[src/rtl/alarm_bank.sv]
// rtl/alarm_bank.sv - multi-slot BCD alarm controller with ring timeout, dismiss and optional snooze
//
// Purpose: holds N_ALARM alarm slots {tone, hh, mm} (BCD) and compares them on
// every sec_tick against the running BCD time of day. The lowest matching
// enabled slot (tone != 0) starts a ring that stops after RING_SEC ticks, on
// dismiss, or (optionally) moves to a snooze that re-rings SNOOZE_MIN minutes
// later.
//
// Optional feature macro: ALARM_BANK_SNOOZE_EN (snooze state and target logic).
//
// Ports:
//   clk_i, rst_n_i        clock, asynchronous active-low reset
//   sec_tick_i            one-cycle pulse per second, aligned with clock_data_i
//   clock_data_i[23:0]    BCD {hh, mm, ss}
//   wr_en_i/wr_idx_i/wr_data_i   slot write {tone, hh, mm}
//   wr_err_o              one-cycle pulse after a rejected write
//   rd_idx_i/rd_data_o    registered slot readback
//   key_dismiss_i         stop ringing / cancel snooze
//   key_snooze_i          snooze while ringing
//   ring_active_o         high while ringing
//   ring_start_o          one-cycle pulse on each entry into ringing
//   ring_tone_o           tone of ringing slot, 0 when not ringing
//   ring_idx_o            index of the slot that triggered
module alarm_bank #(
  parameter int N_ALARM    = 4,
  parameter int TONE_W     = 2,
  parameter int RING_SEC   = 60,
  parameter int SNOOZE_MIN = 5,
  localparam int IDX_W     = (N_ALARM > 1) ? $clog2(N_ALARM) : 1,
  localparam int SLOT_W    = TONE_W + 16
) (
  input  logic              clk_i,
  input  logic              rst_n_i,
  input  logic              sec_tick_i,
  input  logic [23:0]       clock_data_i,
  input  logic              wr_en_i,
  input  logic [IDX_W-1:0]  wr_idx_i,
  input  logic [SLOT_W-1:0] wr_data_i,
  output logic              wr_err_o,
  input  logic [IDX_W-1:0]  rd_idx_i,
  output logic [SLOT_W-1:0] rd_data_o,
  input  logic              key_dismiss_i,
  input  logic              key_snooze_i,
  output logic              ring_active_o,
  output logic              ring_start_o,
  output logic [TONE_W-1:0] ring_tone_o,
  output logic [IDX_W-1:0]  ring_idx_o
);

  localparam logic [IDX_W:0] N_LIM    = (IDX_W+1)'(N_ALARM);
  localparam logic [7:0]     RING_LIM = 8'(RING_SEC);

`ifdef ALARM_BANK_SNOOZE_EN
  typedef enum logic [1:0] {IDLE, RINGING, SNOOZED} state_t;
`else
  typedef enum logic {IDLE, RINGING} state_t;
`endif

  state_t              state_q, state_d;
  logic [SLOT_W-1:0]   slot_q [N_ALARM];
  logic [SLOT_W-1:0]   rd_data_q;
  logic                wr_err_q;
  logic [IDX_W-1:0]    idx_q, idx_d;
  logic [TONE_W-1:0]   tone_q, tone_d;
  logic [7:0]          cnt_q, cnt_d;
  logic                start_q, start_d;

  // Write validation: BCD hh <= 23, mm <= 59, each nibble a decimal digit.
  logic [7:0] wr_hh, wr_mm;
  logic       wr_ok;
  assign wr_hh = wr_data_i[15:8];
  assign wr_mm = wr_data_i[7:0];
  assign wr_ok = (wr_hh <= 8'h23) && (wr_hh[3:0] <= 4'd9) &&
                 (wr_mm <= 8'h59) && (wr_mm[3:0] <= 4'd9) &&
                 ({1'b0, wr_idx_i} < N_LIM);

  // Slot match; scanning downward leaves the lowest matching index.
  logic              hit;
  logic [IDX_W-1:0]  hit_idx;
  logic [TONE_W-1:0] hit_tone;
  logic              match;
  always_comb begin
    hit     = 1'b0;
    hit_idx = '0;
    for (int i = N_ALARM - 1; i >= 0; i--) begin
      if ((slot_q[i][SLOT_W-1 -: TONE_W] != '0) &&
          (clock_data_i == {slot_q[i][15:0], 8'h00})) begin
        hit     = 1'b1;
        hit_idx = IDX_W'(i);
      end
    end
  end
  assign hit_tone = slot_q[hit_idx][SLOT_W-1 -: TONE_W];
  assign match    = sec_tick_i && hit;

`ifdef ALARM_BANK_SNOOZE_EN
  logic [15:0] tgt_q, tgt_d;

  // {hh, mm} BCD + SNOOZE_MIN minutes, wrapping 23:59 -> 00:00.
  function automatic logic [15:0] add_snooze(input logic [15:0] hhmm);
    logic [6:0] m;
    logic [4:0] h;
    m = 7'(hhmm[7:4]) * 7'd10 + 7'(hhmm[3:0]) + 7'(SNOOZE_MIN);
    h = 5'(hhmm[15:12]) * 5'd10 + 5'(hhmm[11:8]);
    if (m >= 7'd60) begin
      m = m - 7'd60;
      h = h + 5'd1;
    end
    if (h >= 5'd24) h = 5'd0;
    return {4'(h / 5'd10), 4'(h % 5'd10), 4'(m / 7'd10), 4'(m % 7'd10)};
  endfunction
`else
  logic unused_snooze;
  assign unused_snooze = key_snooze_i;
`endif

  always_comb begin
    state_d = state_q;
    idx_d   = idx_q;
    tone_d  = tone_q;
    cnt_d   = cnt_q;
    start_d = 1'b0;
`ifdef ALARM_BANK_SNOOZE_EN
    tgt_d   = tgt_q;
`endif
    case (state_q)
      IDLE: begin
        if (match) begin
          state_d = RINGING;
          idx_d   = hit_idx;
          tone_d  = hit_tone;
          cnt_d   = 8'd0;
          start_d = 1'b1;
        end
      end
      RINGING: begin
        // Dismiss beats timeout beats snooze; other slots are ignored here.
        if (key_dismiss_i) begin
          state_d = IDLE;
        end else if (sec_tick_i && (cnt_q + 8'd1 == RING_LIM)) begin
          state_d = IDLE;
`ifdef ALARM_BANK_SNOOZE_EN
        end else if (key_snooze_i) begin
          state_d = SNOOZED;
          tgt_d   = add_snooze(clock_data_i[23:8]);
`endif
        end else if (sec_tick_i) begin
          cnt_d = cnt_q + 8'd1;
        end
      end
`ifdef ALARM_BANK_SNOOZE_EN
      SNOOZED: begin
        if (key_dismiss_i) begin
          state_d = IDLE;
        end else if (match) begin
          state_d = RINGING;
          idx_d   = hit_idx;
          tone_d  = hit_tone;
          cnt_d   = 8'd0;
          start_d = 1'b1;
        end else if (sec_tick_i && (clock_data_i == {tgt_q, 8'h00})) begin
          state_d = RINGING;
          cnt_d   = 8'd0;
          start_d = 1'b1;
        end
      end
`endif
      default: state_d = IDLE;
    endcase
  end

  always_ff @(posedge clk_i or negedge rst_n_i) begin
    if (!rst_n_i) begin
      state_q <= IDLE;
      idx_q   <= '0;
      tone_q  <= '0;
      cnt_q   <= 8'd0;
      start_q <= 1'b0;
`ifdef ALARM_BANK_SNOOZE_EN
      tgt_q   <= 16'h0000;
`endif
    end else begin
      state_q <= state_d;
      idx_q   <= idx_d;
      tone_q  <= tone_d;
      cnt_q   <= cnt_d;
      start_q <= start_d;
`ifdef ALARM_BANK_SNOOZE_EN
      tgt_q   <= tgt_d;
`endif
    end
  end

  // Match above reads slot_q before this edge, so a same-cycle write is seen next cycle.
  always_ff @(posedge clk_i or negedge rst_n_i) begin
    if (!rst_n_i) begin
      for (int i = 0; i < N_ALARM; i++) slot_q[i] <= '0;
      wr_err_q  <= 1'b0;
      rd_data_q <= '0;
    end else begin
      if (wr_en_i && wr_ok) slot_q[wr_idx_i] <= wr_data_i;
      wr_err_q  <= wr_en_i && !wr_ok;
      rd_data_q <= ({1'b0, rd_idx_i} < N_LIM) ? slot_q[rd_idx_i] : '0;
    end
  end

  assign wr_err_o      = wr_err_q;
  assign rd_data_o     = rd_data_q;
  assign ring_active_o = (state_q == RINGING);
  assign ring_start_o  = start_q;
  assign ring_tone_o   = (state_q == RINGING) ? tone_q : '0;
  assign ring_idx_o    = idx_q;

endmodule

[config.mk]
export PLATFORM = sky130hd
export DESIGN_NAME = alarm_bank
export DESIGN_NICKNAME = d
export VERILOG_FILES = /design/src/rtl/alarm_bank.sv
export SDC_FILE = /design/constraint.sdc
export NUM_CORES = 1
export LEC_CHECK = 0
export CAP_MARGIN = 0
export CORE_MARGIN = 3
export CORE_UTILIZATION = 45
export CTS_CLUSTER_SIZE = 14
export DETAILED_ROUTE_END_ITERATION = 6
export PLACE_DENSITY = 0.7
export SLEW_MARGIN = 20
export SYNTH_ARGS = -nofsm -noshare
export SYNTH_HDL_FRONTEND = slang
export SYNTH_SLANG_ARGS = --single-unit
[constraint.sdc]
create_clock -name clk_i -period 2.1 [get_ports clk_i]
set_clock_uncertainty 0.15 [all_clocks]
set_input_delay 0.21 -clock clk_i [delete_from_list [all_inputs] [get_ports clk_i]]
set_output_delay 0.21 -clock clk_i [all_outputs]
set_load 0.005 [all_outputs]
Figure 1. Sequential cells coloured by netlist name (run 1).
Scale bar: 20 µm.
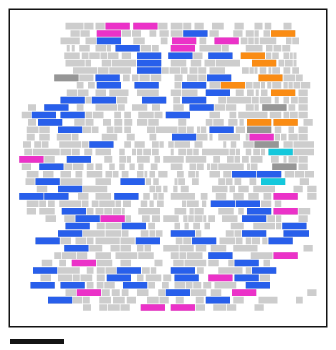
Magenta is rd_data_o, sequential cells 18, where all over the die. Orange is cnt_q, sequential cells 8, where north-east. Blue is slot_q, sequential cells 72, where all over the die. Cyan is ring_idx_o, sequential cells 2.
register area: 0.00263 mm²
Core Util, Final: 68.4%
sequential share of cell area: 33.1%
Seq group: 2.24 mW

Figure 2. Routed clock nets over the placement (run 1).
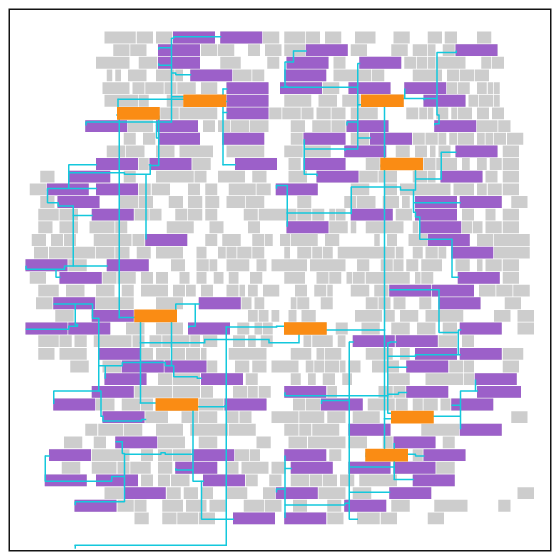
Purple is flip-flops, count 105. Cyan is clock wires, length 1230 µm. Orange is clock drivers, count 9.
Position of the flops: all over the die.
clock-net power: 1.76 mW
worst skew pair latency: 350 ps

==> flow_summary.toml, run 1 <==
# physical design summary
[routing]
ant_nets = 0
avgViaCountPerCell = 5.63
drc = 0
drt_iter0_markers = 268
post_drt_wl_per_cell_um = 20.2
drtPass1Iterations = 5
wl_met1_um = 6360
vias = 4238
wirelength_um = 15200
route.met2.wl_um = 7750
routed.top_layer = "met4"
wl_met3_um = 692

[synthesis]
simple_gate_share_pct = 13.8
yosys_cells = 419
synth-main-ff-cell = "dfrtp_1"
adder_share_pct = 0.230
synthArstFlopShare_pct = 100
ys_sh_aoi_pct = 5.00
yosys_warnings = 0
synth.cell_area_mm2 = 0.00545
synth-seq-area-share_pct = 48.2
ys_types = 60
edf_count = 0
syn_avg_cell_area_um2 = 13.0
top_area_share_pct = 48.2
netlist_logic_family_top = "multiplexers"
ys_top_cells_by_count = "dfrtp_1, mux2_2, xnor2_1"
fp_nets = 472
ys_area_mm2 = 0.00545
mux_area_share_pct = 20.2
ys_top_cells_by_area = "dfrtp_1, mux2_2, mux4_2"
synth_top_cell_by_count = "dfrtp_1"
synth_flops = 105
synthXorXnorAreaFrac_pct = 10.9
syn-instance-count = 419
largest_area_cell = "dfrtp_1"

[placed_design]
dpl.hpwl_um = 11300
portBuffers = 75
gp_congestion = 0.898

[global_routing]
grt_pass1_vias = 4349
busiest_layer = "met2"
use_met2_pct = 41.0
grt_usage_pct = 23.5
grt_max_degree = 50
met3_usage_pct = 3.19
antenna_found_initial = 0
grt_pass1_wl_um = 23500
grt_util_met1_pct = 29.9
grt_overflow = 0

[sta]
finalHoldViolCount = 0
post-route-min-period_ps = 2300
fin_ws_ps = -199
worst_slew_pin_slew_ps = 548
finalMaxSlewViolations = 0
fmax_ghz = 0.435
setup_violations = 12
rsz0062_at_grt = "true"
worst_slew_margin_rel_pct = 63.5
holdWs_ps = 106
period_used_pct = 109

[clock_network]
htreeDepth = 3
cts_tree = "built"
clkSlewWorstSetupHoldPaths_ps = 70
cts_sinks = 105
cts_root_buf = "clkbuf_16"
cts_buffer_depth = 2
numCtsBuffers = 9

[setup_path]
crit_path_end = "tone_q[1]"
arrival_ps = 2430
reg2reg_depth = 7
cp_data_required_time_ps = 2240
r2r_end = "tone_q[1]"
cp-start-kind = "flop"
reg2reg_from = "slot_q[26]"
crit_type = "reg -> reg"
crit_path_end_kind = "flop"
critPathLaunch = "slot_q[26]"
r2r_setup_slack_ps = -200
crit_fanout = 3

[worst_hold_path]
min_path_cells = 2
hold_class = "in -> reg"
worstHoldEndpoint = "slot_q[56]"
worstHoldStart = "wr_data_i[2]"

[cells_and_area]
diodes = 0
drive_gt1_share_pct = 45.4
fin_nets = 658
largest_reg_flops = 72
syn_to_final_growth_pct = 45.7
largest_register = "slot_q"
fill_cells = 884
final_layout_top_logic_cell = "buf_4"
final_cell_mix = "buf_4, dfrtp_1, mux2_2"

[outcome]
run_status = "complete, but fails checks"
violations = "negative setup slack"

[floorplan]
die_x_um = 116
initCoreUtil_pct = 46.9
die_h_um = 116
chip_area_mm2 = 0.0135
io_pins = 77

[power]
internal_power_mw = 3.66
worst_ir_drop_vdd_mv = 0.436
power.total_mw = 4.90
switchingPower_mw = 1.24
powerDensity_mw_per_mm2 = 617
p_sw_share_pct = 25.2
power_leakage_nw = 3.73
comb_power_share_pct = 18.3
clockPowerShare_pct = 36.0
pwr-share-seq_pct = 45.7

[run]
cap_viol_max_count = 0
warnings = 30
Figure 3. Cells coloured by class (run 1).
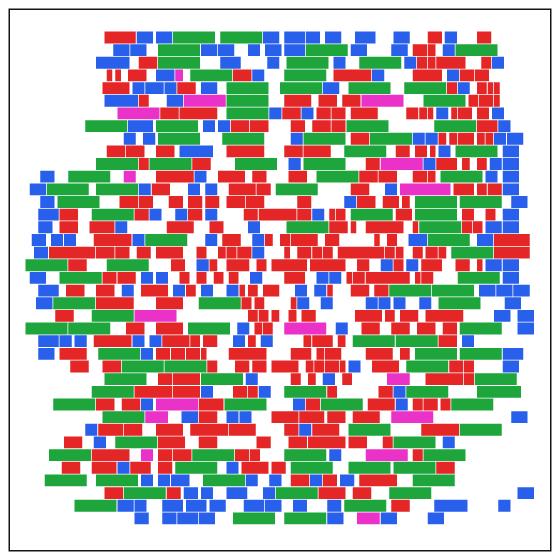
Blue is other buffers and delay cells, cells 190, share of their area 22%. Red is combinational and other logic, cells 299, share of their area 40%. Magenta is clock drivers and dummy loads, cells 16, share of their area 4.1%. Green is flops, cells 105, share of their area 34%.
core box area: 0.0116 mm²
Rows: 39
final instance area: 0.00794 mm²

==> run 1: kinds of logic (layout without fill, tap and decap cells) <==
family	after synthesis	after routing
compound gates	34	34
flops	105	105
xor+xnor	65	65
simple gates	117	117
buf+inv	17	208
fa+ha+maj	1	1
mux	80	80
==> run 1: worst max-delay path, stage by stage (launching register included) <==
cell and delay [ps]:
dfrtp_1 410, xnor2_2 210, nand4_1 120, or4b_4 570, o211ai_4 240, mux2i_1 100, or3_1 350, nand3_1 70
==> run 1: cell type report <==
class	count	area [µm²]	area share (%)
Multi-Input combinational cell	297	3100	39.1
Clock inverter	4	50.0	0.630
Clock buffer	12	267	3.36
Inverter	2	7.51	0.0945
Tap cell	143	179	2.25
Sequential cell	105	2630	33.1
Timing Repair Buffer	190	1700	21.5
==> run 1: metrics by stage <==
step	setup slack (ps)	setup TNS [ps]	instance area, µm²	util [%]	cells
6_report	-199	-1510	7940	68.4	753
5_1_grt	-258	-2390	7940	68.4	753
4_1_cts	-202	-1840	7680	66.1	749
3_5_place_dp	-720	-45530	7150	61.6	728
3_3_place_gp	-676	-45000	7150	61.6	728
2_1_floorplan	-133	-673	5460	-	419
==> run 1: power groups by stage <==
stage	registers, mW	logic (mW)	clock network (mW)
floorplan	2.25	0.333	0
global placement	2.26	0.820	0
detailed placement	2.27	0.836	0
CTS	2.23	0.866	1.79
global route	2.25	0.955	1.86
finish	2.24	0.894	1.76
==> run 1: what timing repair did <==
action | CTS | global route
hold buffers | 1 | 0
resized | 48 | 50
endpoints found under the hold margin | 38 | 0
endpoints found under the setup margin | 82 | 29
pin swaps | 15 | 24
cloned | 1 | 0
buffers inserted | 3 | 7
Figure 4. Clock wiring as the flow saved it (run 1).
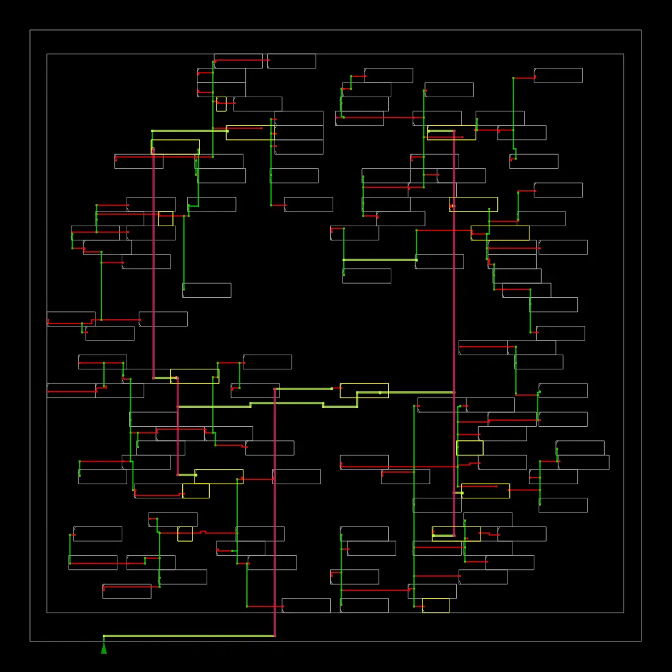

==> run 1 -> run 2 <==
--- a/config.mk
+++ b/config.mk
@@ -6,7 +6,7 @@
 export NUM_CORES = 1
 export LEC_CHECK = 0
 export CAP_MARGIN = 0
-export CORE_MARGIN = 3
+export CORE_MARGIN = 4
 export CORE_UTILIZATION = 45
 export CTS_CLUSTER_SIZE = 14
 export DETAILED_ROUTE_END_ITERATION = 6
Figure 5. Clock wiring as the flow saved it (run 2).
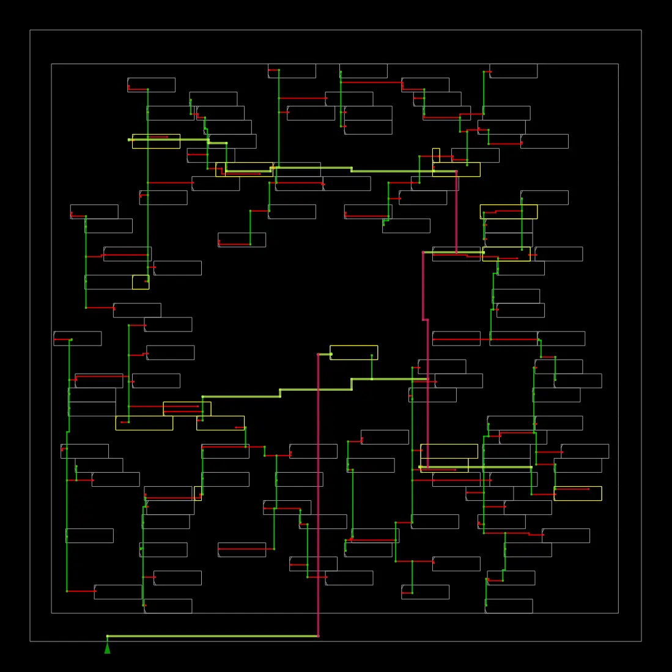
CTS Sinks: 105
flip-flop and latch count: 105
clock-net power: 1.89 mW
cts bufs inserted: 9
clkbuf count: 11

Figure 6. Sequential cells coloured by netlist name (run 2).
Scale bar: 20 µm.
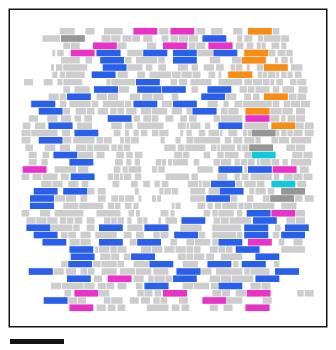
Magenta is rd_data_o, sequential cells 18. Orange is cnt_q, sequential cells 8, where north-east. Cyan is ring_idx_o, sequential cells 2. Blue is slot_q, sequential cells 72, where all over the die.
Another 5 sequential cells are not coloured.
register area: 0.00263 mm²
Core Util, Final: 69.4%
sequential share of cell area: 32.6%

==> run 2 against run 1 <==
- critical path depth up 2
- fmax is 2.3% lower
- sequential power is essentially flat
- sequential share of layout area fell by 0.49 points
- the run still ends with negative setup slack left
- sequential cell count is the same
- core utilization up 1.0 points
- largest cell class unchanged
- setup slack worse by 55 ps
- global-route usage increased by 0.088 points
- total power rose by 3.1%
==> flow_summary.toml, run 2 <==
# physical design summary
[outcome]
run_status = "complete, but fails checks"
violations = "negative setup slack"

[global_routing]
grt_max_degree = 48
antenna_found_initial = 0
grt_pass1_vias = 4613
grt_pass1_wl_um = 25400
grt_overflow = 0
grt_usage_pct = 23.6

[sta]
setup_violations = 14
finalMaxSlewViolations = 0
fin_ws_ps = -254
holdWs_ps = 163
post-route-min-period_ps = 2350
worst_slew_pin_slew_ps = 474
fmax_ghz = 0.425
setup-tns-final_ps = -2230
rsz0062_at_grt = "true"
finalHoldViolCount = 0
worst_slew_margin_rel_pct = 68.3
period_used_pct = 112

[setup_path]
reg2reg_from = "slot_q[23]"
crit_cells = 9
crit_type = "in -> reg"
r2r_setup_slack_ps = -250
cp_data_required_time_ps = 2210
critPathTopFamily = "simple AND/OR/NAND/NOR gates"
slowest_stage = "clkdlybuf4s50_1"
crit_path_end_kind = "flop"
cp_common_cell = "o211ai_1"
critPathMaxStageDelay_ps = 530
critPathLaunch = "clock_data_i[9]"
reg2reg_depth = 7
crit_path_end = "tone_q[0]"
r2r_end = "tone_q[0]"
cp-start-kind = "input port"
cp_num_buf_inv = 2
crit_fanout = 4
path_cells = "clkdlybuf4s50_1 > buf_4 > xor2_1 > nor4_1 > and3_4 > and2_4 > o211ai_1 > or3_1 > o211ai_1"
arrival_ps = 2460

[floorplan]
die_h_um = 118
io_pins = 77
chip_area_mm2 = 0.0139
fp-row-count = 39
initCoreUtil_pct = 46.9
core_area_mm2 = 0.0116
die_x_um = 118

[synthesis]
synth_flops = 105
top_area_share_pct = 48.2
ys_area_mm2 = 0.00545
synthArstFlopShare_pct = 100
ys_top_cells_by_area = "dfrtp_1, mux2_2, mux4_2"
synth-seq-area-share_pct = 48.2
largest_area_cell = "dfrtp_1"
edf_count = 0
ys_types = 60
synth.cell_area_mm2 = 0.00545
yosys_cells = 419
synth_top_cell_by_count = "dfrtp_1"
syn_avg_cell_area_um2 = 13.0
yosys_warnings = 0
ys_top_cells_by_count = "dfrtp_1, mux2_2, xnor2_1"
synth-main-ff-cell = "dfrtp_1"
fp_nets = 472
syn-instance-count = 419

[routing]
drtPass1Iterations = 4
ant_nets = 0
drt_iter0_markers = 237
wirelength_um = 16000
drc = 0
avgViaCountPerCell = 5.50
post_drt_wl_per_cell_um = 20.9
vias = 4221

[cells_and_area]
finalNonFillerCells = 768
largest_reg_flops = 72
final_layout_top_logic_cell = "buf_4"
final_cell_mix = "buf_4, dfrtp_1, mux2_2"
drive_gt1_share_pct = 47.0
fin_nets = 673
diodes = 0
fill_cells = 848
largest_register = "slot_q"

[clock_network]
cts_tree = "built"
clkSlewWorstSetupHoldPaths_ps = 70
cts_root_buf = "clkbuf_16"
htreeDepth = 3
insertion_delay_ps = 350
cts_buffer_depth = 2

[power]
powerDensity_mw_per_mm2 = 626
worst_ir_drop_vdd_mv = 0.499
power_leakage_nw = 3.72
power.total_mw = 5.05

[run]
cap_viol_max_count = 0
warnings = 30

[placed_design]
dpl.hpwl_um = 12000
placed_area_mm2 = 0.00724
pre_cts_ws_ps = -701
gp_congestion = 0.962
dpl.cell_count = 738
portBuffers = 75

[worst_hold_path]
hold_class = "in -> async"
Figure 7. Sizing map (run 2).
Scale bar: 20 µm.
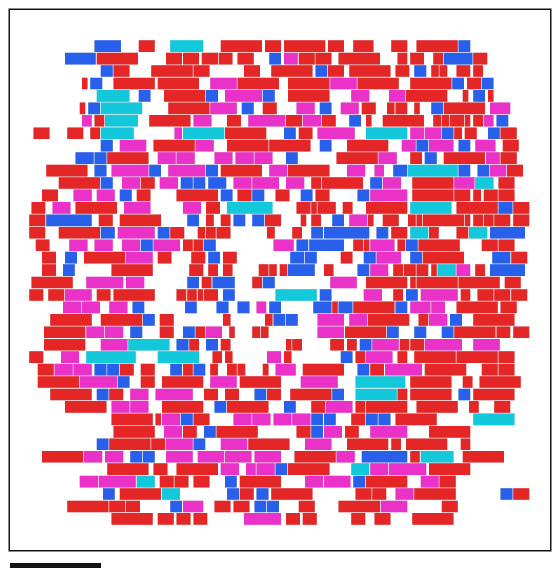
Magenta is _2 cells, cells 132, share 21%. Red is _0 and _1 cells, cells 331, share 53%. Blue is _3 and _4 cells, cells 137, share 22%. Cyan is _6 and larger, cells 25, share 4.0%.
Final WS setup: -254 ps
final instance area: 0.00806 mm²
number of non-clock buffers in the layout: 205
P&R area growth vs syn: 47.8%

==> run 2: cell counts after synthesis <==
Identical to the previous run, type by type.
==> run 2: power by group <==
| part | switching, mW | leakage [nW] | total (mW) | internal [mW] |
|---|---|---|---|---|
| clock network | 0.726 | 0.164 | 1.89 | 1.17 |
| logic | 0.398 | 2.11 | 0.919 | 0.521 |
| registers | 0.0969 | 1.44 | 2.24 | 2.14 |
==> run 2: area by class of cell <==
type	instances	area (µm²)	area share [%]
inverters	2	7.51	0.0932
clock buffers	11	233	2.89
well taps	143	179	2.22
clock inverters	5	104	1.29
flip-flops and latches	105	2630	32.6
multi-input cells	297	3090	38.3
repair buffers	205	1820	22.6
==> run 2: logic make-up (layout without fill, tap and decap cells) <==
logic type      after synthesis  after routing  synth area share, %
mux                          80             80                 20.2
fa+ha+maj                     1              1                0.229
compound gates               34             34                 5.00
flops                       105            105                 48.2
simple gates                117            117                 13.8
xor+xnor                     65             65                 10.9
buf+inv                      17            223                 1.72
==> run 2: metal layers <==
| metal | vias up | wire length [µm] | track usage [%] |
|---|---|---|---|
| met5 | - | 0 | 0 |
| met4 | 0 | 338 | 6.81 |
| met3 | 19 | 732 | 5.62 |
| met2 | 119 | 8270 | 41.0 |
| met1 | 2135 | 6700 | 29.2 |
| li1 | 1948 | - | - |
==> run 2: timing repair <==
action	in CTS	in global routing
resized	62	27
buffers inserted	5	9
hold endpoints to repair	86	0
pin swaps	14	25
gates cloned	1	0
setup endpoints to repair	62	27
hold buffers	1	0
==> run 2: worst register-to-register path, stage by stage (launching register included) <==
cell      delay (ps)
dfrtp_1          420
xnor2_2          190
nand4_1          120
or4b_4           580
nor2_4           140
o211ai_1         140
or3_1            400
o211ai_1         110
Figure 8. Routed clock nets over the placement (run 2).
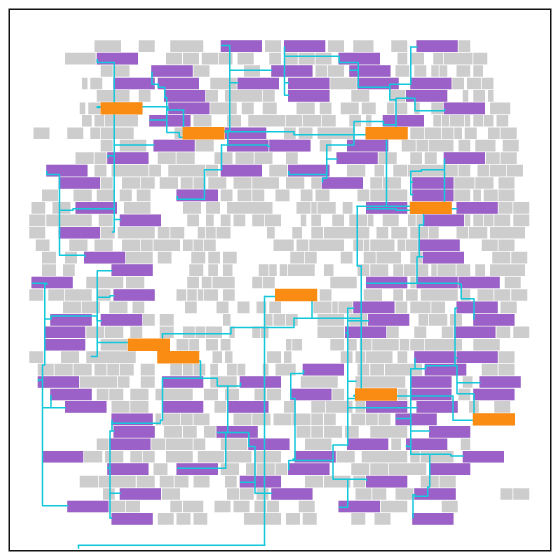

==> run 2 -> run 3 <==
--- a/config.mk
+++ b/config.mk
@@ -6,6 +6,7 @@
 export NUM_CORES = 1
 export LEC_CHECK = 0
 export CAP_MARGIN = 0
+export CORE_ASPECT_RATIO = 2
 export CORE_MARGIN = 4
 export CORE_UTILIZATION = 45
 export CTS_CLUSTER_SIZE = 14
Figure 9. Routed clock nets over the placement (run 3).
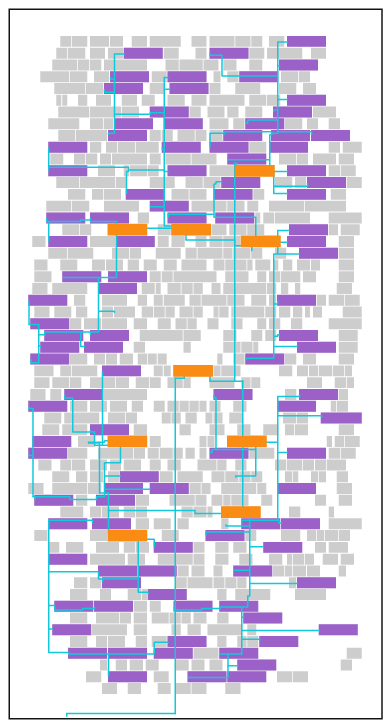
Orange is clock drivers, count 9. Purple is flip-flops, count 105. Cyan is clock wires, length 1240 µm.
There are 10 routed clock nets.
Clk pwr share: 33.0%
worst skew pair latency: 340 ps
clock-net power: 1.57 mW

Figure 10. Sequential cells coloured by netlist name (run 3).
Scale bar: 20 µm.
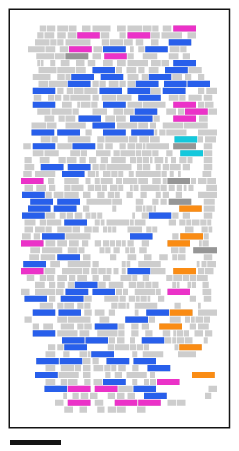
Magenta is rd_data_o, sequential cells 18, where all over the die. Blue is slot_q, sequential cells 72. Orange is cnt_q, sequential cells 8. Cyan is ring_idx_o, sequential cells 2.
Another 5 sequential cells are not coloured.
register area: 0.00263 mm²
Seq group: 2.23 mW
Core Util, Final: 69.2%
sequential share of cell area: 32.3%

Figure 11. Cells coloured by class (run 3).
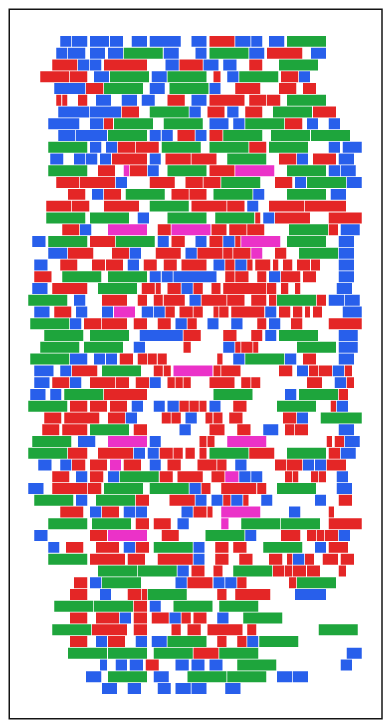
Green is flops, cells 105, share of their area 33%. Magenta is clock drivers and dummy loads, cells 15, share of their area 3.4%. Red is combinational and other logic, cells 299, share of their area 39%. Blue is other buffers and delay cells, cells 220, share of their area 25%.
core box area: 0.0118 mm²
Rows: 56
final instance area: 0.00815 mm²

==> run 3 against run 2 <==
- critical path depth shrank 1
- highest routed layer unchanged
- the flow still finishes with violations (negative setup slack)
- synthesized cell count is the same
- total power shrank 5.5%
- critical endpoint unchanged
- sequential share of layout area shrank 0.36 points
- sequential power is essentially flat
- worst hold slack lost 140 ps
- first-iteration DRC count grew 14%
- clock power shrank 17%
==> flow_summary.toml, run 3 <==
# physical design summary
[clock_network]
cts_buffer_depth = 2
cts_root_buf = "clkbuf_16"
numCtsBuffers = 9
htreeDepth = 3
cts_tree = "built"
cts_hold_buf = 1
clkSlewWorstSetupHoldPaths_ps = 70
cts_resized = 58
post-cts-setup-buffers = 9
cts_sinks = 105

[run]
warnings = 30
cap_viol_max_count = 0

[cells_and_area]
finalNonFillerCells = 784
fin_nets = 688
syn_to_final_growth_pct = 49.5
largest_reg_flops = 72
logic_area_mm2 = 0.00308
fill_cells = 877
largest_register = "slot_q"
diodes = 0
final_layout_top_logic_cell = "buf_4"
drive_gt1_share_pct = 47.3
final_cell_mix = "buf_4, dfrtp_1, mux2_2"

[power]
p_sw_share_pct = 26.2
switchingPower_mw = 1.25
internal_power_mw = 3.52
powerComb_mw = 0.965
top_power_group = "sequential cells"
pwr-share-seq_pct = 46.8
worst_ir_drop_vdd_mv = 0.514
power_leakage_nw = 3.83
powerDensity_mw_per_mm2 = 585
comb_power_share_pct = 20.2

[synthesis]
synth.cell_area_mm2 = 0.00545
synth_top_cell_by_count = "dfrtp_1"
ys_area_mm2 = 0.00545
syn_avg_cell_area_um2 = 13.0
synth-seq-area-share_pct = 48.2
top_area_share_pct = 48.2
syn-instance-count = 419
ys_types = 60
edf_count = 0
synth-main-ff-cell = "dfrtp_1"
largest_area_cell = "dfrtp_1"
yosys_cells = 419
synth_flops = 105
ys_top_cells_by_count = "dfrtp_1, mux2_2, xnor2_1"
synthArstFlopShare_pct = 100
yosys_warnings = 0
fp_nets = 472
ys_top_cells_by_area = "dfrtp_1, mux2_2, mux4_2"

[routing]
drtPass1Iterations = 4
route.met2.wl_um = 9490
wl_met1_um = 5760
drc = 0
avgViaCountPerCell = 5.52
post_drt_wl_per_cell_um = 21.2
routed.top_layer = "met4"
wl_met3_um = 451
drt_iter0_markers = 269
ant_nets = 0
wirelength_um = 16600
vias = 4329

[worst_hold_path]
min_path_cells = 2
worstHoldStart = "wr_data_i[9]"
hold_class = "in -> reg"
worstHoldEndpoint = "slot_q[45]"

[global_routing]
met3_usage_pct = 2.73
busiest_layer = "met2"
grt_usage_pct = 24.5
use_met2_pct = 46.6
grt_pass1_wl_um = 25400
antenna_found_initial = 0
grt_pass1_vias = 4737
grt_max_degree = 49
grt_overflow = 0
grt_util_met1_pct = 24.8

[floorplan]
chip_area_mm2 = 0.0140
die_x_um = 85.8
die_h_um = 164
io_pins = 77
initCoreUtil_pct = 46.3

[sta]
fmax_ghz = 0.423
finalMaxSlewViolations = 0
rsz0062_at_grt = "true"
worst_slew_pin_slew_ps = 470
period_used_pct = 113
setup_violations = 13
finalHoldViolCount = 0
fin_ws_ps = -263
worst_slew_margin_rel_pct = 68.5
post-route-min-period_ps = 2360

[setup_path]
r2r_end = "tone_q[0]"
crit_cells = 8
crit_type = "reg -> reg"
path_cells = "xor2_1 > nor2_1 > buf_4 > or4b_4 > o211ai_4 > mux2i_1 > or3_1 > o211ai_1"
critPathTopFamily = "simple AND/OR/NAND/NOR gates"
critPathLaunch = "slot_q[27]"
arrival_ps = 2480
reg2reg_from = "slot_q[27]"
cp_data_required_time_ps = 2210
crit_fanout = 3
cp_num_buf_inv = 1
crit_path_end_kind = "flop"
slowest_stage = "or4b_4"
r2r_setup_slack_ps = -260
cp-start-kind = "flop"
reg2reg_depth = 8
crit_path_end = "tone_q[0]"
critPathMaxStageDelay_ps = 500

[outcome]
violations = "negative setup slack"
run_status = "complete, but fails checks"

[placed_design]
dpl.hpwl_um = 12400
dpl.cell_count = 752
gp_congestion = 0.942
portBuffers = 75
pre_cts_ws_ps = -716
==> run 3: netlist changes by cell type in the layout (fill, tap and decap cells not counted), sizes merged <==
cell,delta
inv,+1
buf,+15
dlymetal6s2s,+8
clkinvlp,+2
clkdlybuf4s15,+2
clkinv,-1
bufinv,-3
dlygate4sd2,-1
clkbuf,+1
clkdlybuf4s50,-10
==> run 3: per-stage QoR <==
| stage | utilization, % | TNS, ps | instance area, µm² | hold slack [ps] | total power [mW] |
|---|---|---|---|---|---|
| after floorplan | - | -673 | 5460 | -236 | 2.58 |
| after global placement | 62.4 | -34710 | 7340 | 31.8 | 3.15 |
| after detailed placement | 62.4 | -37510 | 7340 | 40.2 | 3.16 |
| after CTS | 67.4 | -1900 | 7930 | 186 | 4.76 |
| after global routing | 69.2 | -2860 | 8150 | 22.4 | 4.94 |
| final | 69.2 | -2010 | 8150 | 21.1 | 4.77 |
==> run 3: kinds of logic (layout without fill, tap and decap cells) <==
family / after synthesis / after routing / share of synthesized area (%)
AND/OR/NAND/NOR: 117 / 117 / 13.8
XOR/XNOR: 65 / 65 / 10.9
buffers and inverters: 17 / 237 / 1.72
adder cells (fa/ha/maj): 1 / 1 / 0.229
multiplexers: 80 / 80 / 20.2
flip-flops: 105 / 105 / 48.2
AND-OR/OR-AND: 34 / 34 / 5.00
==> run 3: cell type report <==
class	instances	share of cell area, %
timing repair buffer	220	24.3
clock buffer	11	2.98
tap	145	2.23
inverter	2	0.0921
multi-input combinational	297	37.8
sequential	105	32.3
clock inverter	4	0.353
==> run 3: worst register-to-register path: stages, from the launching register on <==
cell and delay, ps:
dfrtp_1 400, xor2_1 140, nor2_1 180, buf_4 150, or4b_4 500, o211ai_4 250
mux2i_1 100, or3_1 320, o211ai_1 90
No activity file was given, so power comes from the tool's default toggle rates.
